File: src/rtl/ifetch_queue_pkg.sv
// Shared CPU definitions used by the fetch front end: pipeline NOP,
// major opcodes, ALU op selects and the fetch-state enum.
package ifetch_queue_pkg;

   localparam logic [31:0] CPU_NOP     = 32'h0000_0020;  // add $0,$0,$0

   localparam logic [5:0]  OP_RTYPE    = 6'h00;
   localparam logic [5:0]  OP_LW       = 6'h23;
   localparam logic [5:0]  OP_SW       = 6'h2B;
   localparam logic [5:0]  OP_BEQ      = 6'h04;

   localparam logic [1:0]  ALUOP_ADD   = 2'b00;
   localparam logic [1:0]  ALUOP_SUB   = 2'b01;
   localparam logic [1:0]  ALUOP_FUNCT = 2'b10;

   typedef enum logic {RUN, DRAIN} fetch_state_t;

endpackage

File: src/rtl/ifetch_queue_sync_fifo.sv
// In-order FIFO with synchronous flush; flush wins over push and pop.
// The caller never pops when empty or pushes when full.
module sync_fifo #(
   parameter int unsigned WIDTH = 64,
   parameter int unsigned DEPTH = 4
) (
   input  logic                     clock,
   input  logic                     reset_n,
   input  logic                     flush,
   input  logic                     push,
   input  logic [WIDTH-1:0]         push_data,
   input  logic                     pop,
   output logic [WIDTH-1:0]         head_data,
   output logic [$clog2(DEPTH):0]   count
);

   localparam int unsigned AW = $clog2(DEPTH);
   localparam logic [AW-1:0] PTR_ONE = 1;
   localparam logic [AW:0]   CNT_ONE = 1;

   logic [WIDTH-1:0] mem [DEPTH];
   logic [AW-1:0]    rd_ptr, wr_ptr;

   always_ff @(posedge clock) begin
      if (!reset_n) begin
         rd_ptr <= '0;
         wr_ptr <= '0;
         count  <= '0;
      end else if (flush) begin
         rd_ptr <= wr_ptr;
         count  <= '0;
      end else begin
         if (push) wr_ptr <= wr_ptr + PTR_ONE;
         if (pop)  rd_ptr <= rd_ptr + PTR_ONE;
         if (push && !pop)      count <= count + CNT_ONE;
         else if (pop && !push) count <= count - CNT_ONE;
      end
   end

   always_ff @(posedge clock) begin
      if (push && !flush) mem[wr_ptr] <= push_data;
   end

   assign head_data = mem[rd_ptr];

endmodule

File: src/rtl/ifetch_queue.sv
// Instruction-fetch front end: sequential word fetches into a prefetch
// queue feeding IF/ID, with redirect flush and stale-response draining.
module ifetch_queue
   import ifetch_queue_pkg::*;
#(
   parameter int unsigned DEPTH    = 4,
   parameter logic [31:0] RESET_PC = 32'h0000_0000,
   parameter logic [31:0] NOP_IR   = CPU_NOP
) (
   input  logic        clock,
   input  logic        reset_n,
   output logic        imem_req_valid,
   input  logic        imem_req_ready,
   output logic [31:0] imem_req_addr,
   input  logic        imem_rsp_valid,
   input  logic [31:0] imem_rsp_data,
   output logic        ifid_valid,
   output logic [31:0] ifid_ir,
   output logic [31:0] ifid_pc,
   input  logic        ifid_ready,
   input  logic        redirect_valid,
   input  logic [31:0] redirect_pc
);

   localparam int unsigned CW = $clog2(DEPTH) + 1;
   localparam logic [CW-1:0] ONE   = 1;
   localparam logic [CW:0]   LIMIT = (CW+1)'(DEPTH);

   fetch_state_t  state, state_nxt;
   logic [31:0]   fetch_pc, resp_pc, redir_pc;
   logic [CW-1:0] inflight, inflight_nxt, stale, stale_nxt, count;
   logic [CW:0]   occupancy;
   logic [63:0]   head;
   logic          accept, push, pop, valid;

   assign redir_pc  = redirect_pc & ~32'd3;
   assign occupancy = {1'b0, count} + {1'b0, inflight};
   assign valid     = (count != '0);

   assign imem_req_valid = (state == RUN) && !redirect_valid && (occupancy < LIMIT);
   assign imem_req_addr  = fetch_pc;
   assign accept = imem_req_valid && imem_req_ready;
   assign push   = imem_rsp_valid && (state == RUN) && !redirect_valid;
   assign pop    = valid && ifid_ready && !redirect_valid;

   sync_fifo #(
      .WIDTH (64),
      .DEPTH (DEPTH)
   ) u_fifo (
      .clock     (clock),
      .reset_n   (reset_n),
      .flush     (redirect_valid),
      .push      (push),
      .push_data ({resp_pc, imem_rsp_data}),
      .pop       (pop),
      .head_data (head),
      .count     (count)
   );

   // stale on redirect counts the survivors after this cycle's response
   always_comb begin
      state_nxt    = state;
      stale_nxt    = stale;
      inflight_nxt = inflight;
      if (accept)         inflight_nxt = inflight_nxt + ONE;
      if (imem_rsp_valid) inflight_nxt = inflight_nxt - ONE;
      if (redirect_valid) begin
         stale_nxt = inflight_nxt;
         state_nxt = (inflight_nxt != '0) ? DRAIN : RUN;
      end else if (state == DRAIN && imem_rsp_valid) begin
         stale_nxt = stale - ONE;
         if (stale == ONE) state_nxt = RUN;
      end
   end

   always_ff @(posedge clock) begin
      if (!reset_n) begin
         state    <= RUN;
         fetch_pc <= {RESET_PC[31:2], 2'b00};
         resp_pc  <= {RESET_PC[31:2], 2'b00};
         inflight <= '0;
         stale    <= '0;
      end else begin
         state    <= state_nxt;
         stale    <= stale_nxt;
         inflight <= inflight_nxt;
         if (redirect_valid) begin
            fetch_pc <= redir_pc;
            resp_pc  <= redir_pc;
         end else begin
            if (accept) fetch_pc <= fetch_pc + 32'd4;
            if (push)   resp_pc  <= resp_pc + 32'd4;
         end
      end
   end

   assign ifid_valid = valid;
   assign ifid_ir    = valid ? head[31:0]  : NOP_IR;
   assign ifid_pc    = valid ? head[63:32] : '0;

endmodule

File: config.mk
export PLATFORM = sky130hd
export DESIGN_NAME = ifetch_queue
export DESIGN_NICKNAME = d
export VERILOG_FILES = /design/src/rtl/ifetch_queue_pkg.sv /design/src/rtl/ifetch_queue_sync_fifo.sv /design/src/rtl/ifetch_queue.sv
export SDC_FILE = /design/constraint.sdc
export NUM_CORES = 1
export LEC_CHECK = 0
export ABC_AREA = 1
export CAP_MARGIN = 25
export CORE_ASPECT_RATIO = 0.5
export CORE_MARGIN = 3
export CORE_UTILIZATION = 56
export CTS_CLUSTER_SIZE = 10
export DETAILED_ROUTE_END_ITERATION = 8
export GPL_ROUTABILITY_DRIVEN = 0
export PLACE_DENSITY_LB_ADDON = 0.08
export SLEW_MARGIN = 20
export SYNTH_ARGS = -nofsm -noshare
export SYNTH_HDL_FRONTEND = slang
export SYNTH_SLANG_ARGS = --single-unit
File: constraint.sdc
create_clock -name clock -period 5.8 [get_ports clock]
set_clock_uncertainty 0.2 [all_clocks]
set_input_delay 1.74 -clock clock [delete_from_list [all_inputs] [get_ports clock]]
set_output_delay 1.74 -clock clock [all_outputs]
set_load 0.05 [all_outputs]
### Placement density heat map

Bar = 50 µm. The die is cut into 23 by 12 equal tiles; white is low, dark blue is high, 0 to 100% covered.
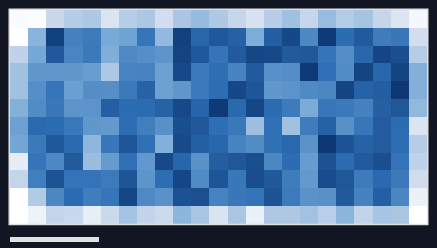
mean over tiles = 62%
fullest tile = 97%
nearly empty tiles = 1.8%
Core Util, Final: 0.714
core area: 24,700 µm²
Initial Util: 0.588

### Where the registers sit

Bar = 50 µm.
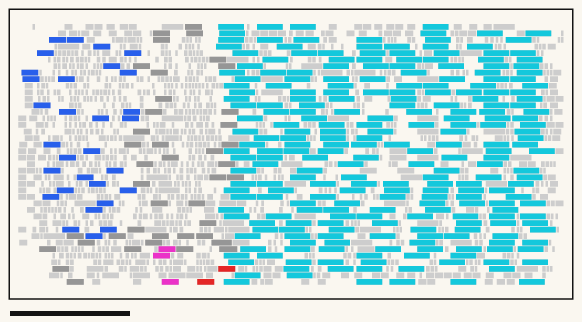
u_fifo.rd_ptr -> red  # placed flops 2
imem_req_addr -> blue  # placed flops 30
u_fifo.mem -> cyan  # placed flops 248
u_fifo.count -> magenta  # placed flops 3
sequential share of cell area: 0.508
Sequential Area: 8970 µm²
Power Sequential: 2680 µW

==> reports/qor.txt <==
tool warnings -> 32
Final Hold Fails -> 0
Area Growth Syn to Fin -> 21.5%
Num CTS Buffers -> 38
most used flip-flop cell after synthesis -> edfxtp_1
ANT nets after route -> 0
RSZ-0062 raised after global routing -> false
Chip Width -> 234 µm
fin. max-slew vios -> 0
Vias -> 11,700
crit end category -> output pin
Setup crit start kind -> register
status -> complete, no violations
CTS clk-pin slew, worst paths -> 0.06 ns
Setup Buffers After CTS -> 0
FMAX -> 189 MHz
Top cells excl fill/tap -> nor2_1, edfxtp_1, nand2_1, o21ai_0, clkdlybuf4s50_1
WHS -> 0.309 ns
WS Path Type -> register to output pin
die extent in y -> 120 µm
IO Pins -> 168
max-cap viol count -> 0
clock power share -> 0.374
Root Driver -> clkbuf_16
CP max FO -> 67
register share after synthesis -> 0.617
post-route minimum period -> 5.28 ns
drt first pass iters -> 5
share of layout cells above drive strength 1 -> 0.0503
Overflow after GRT -> 0
Max clock buf depth -> 3
Routed WL -> 36,900 µm
Critical Path AT -> 3.34 ns
Rel. slew slack -> 0.442
Post-CTS Hold Fix Bufs -> 0
switching share of total power -> 0.268
# rows -> 40
syn_area_per_cell -> 9.29 µm²
pin count of the biggest net entering global routing -> 71
Post-synth EDFFs -> 248
Top cell excl fill/tap -> nor2_1
part of the power in registers -> 0.483
DRT iter0 DRCs -> 974
HPWL Detailed -> 23,000 µm
Port-buffer cells -> 161
Sink Count -> 324
TritonCTS clock tree -> built
Peak supply drop -> 0.194 mV
combinational group share of total power -> 0.143
YS chip area -> 14,500 µm²
post-synthesis cell area -> 14,500 µm²
number of cells in Yosys stat -> 1,565
Synth area leader -> edfxtp_1
DRC -> 0
## layout make-up
class,count,area (µm²)
repair buffers,186,1900
inverters,109,412
multi-input cells,1062,4890
flip-flops and latches,324,8970
fillers,1803,7070
well taps,336,420
clock inverters,3,41.3
clock buffers,47,1010
## critical path: stages (launching register included)
cell and delay [ns]:
dfxtp_4 0.84, buf_4 0.51, nor2_1 0.11, nor2_1 0.10, o21ai_0 0.10, a21oi_1 0.26, clkdlybuf4s50_1 0.85
## through the flow
| stage | utilization | worst slack (ns) | total power [µW] | std cells | instance area (µm²) |
|---|---|---|---|---|---|
| final | 0.714 | 0.517 | 5550 | 2067 | 17700 |
| after global routing | 0.714 | 0.339 | 5760 | 2067 | 17700 |
| after CTS | 0.714 | 0.504 | 5570 | 2067 | 17700 |
| after detailed placement | 0.672 | 1.04 | 3510 | 2017 | 16600 |
| after global placement | 0.672 | 1.09 | 3490 | 2017 | 16600 |
| after floorplan | - | 0.214 | 3210 | 1568 | 14500 |
## Yosys cell counts (2+ instances only)
cell type and count:
ha_1 13, clkbuf_1 61, o211ai_1 5, nand3b_1 2
xor2_1 16, buf_1 2, buf_4 5, a21oi_1 120
o311ai_0 2, edfxtp_1 248, inv_2 4, buf_2 4
nand3_1 55, nor3_1 33, a31oi_1 15, nand4_1 8
o21ai_0 175, nor2_1 352, nand2_1 234, inv_1 103
dfxtp_1 76, o21ai_1 17
## registers in the layout, summed over array words and instances, names as in the netlist, named ones only
name,flops
u_fifo.rd_ptr,2
stale,3
imem_req_addr,30
state,1
u_fifo.wr_ptr,2
resp_pc,30
inflight,3
u_fifo.count,3
u_fifo.mem,248
## per-layer routing
metal  up-vias  part of all wire  global-route usage
met5         -                 0                   0
met4         0             0.020              0.0698
met3        63             0.083              0.0510
met2       502              0.47               0.433
met1      5543              0.43               0.360
li1       5601                 -                   -
## worst paths after layout
kind	start	end	slack, ns	cells past startpoint
worst max-delay path	register	ifid_pc[14]	0.52	6
worst min register to register	u_fifo.count[2]	u_fifo.count[2]	0.31	2
worst min-delay path	u_fifo.count[2]	u_fifo.count[2]	0.31	2
worst max register to register	u_fifo.count[2]	state	3.15	17
## cell families after synthesis
kind of cell / share of synthesized area
AOI/OAI and AO/OA: 0.119
xor gates and xnor gates: 0.0102
adders and majority gates: 0.0126
buffers and inverters: 0.0493
DFF: 0.617
other: 0.000258
and+or+nand+nor: 0.191
## power groups by stage
stage / clock [µW] / combinational (µW) / sequential [µW]
2_1_floorplan: 0 / 475 / 2740
3_3_place_gp: 0 / 775 / 2720
3_5_place_dp: 0 / 792 / 2720
4_1_cts: 2100 / 797 / 2680
5_1_grt: 2210 / 863 / 2690
6_report: 2080 / 796 / 2680
Power figures rest on the tool's default switching activity, not on a simulated workload.
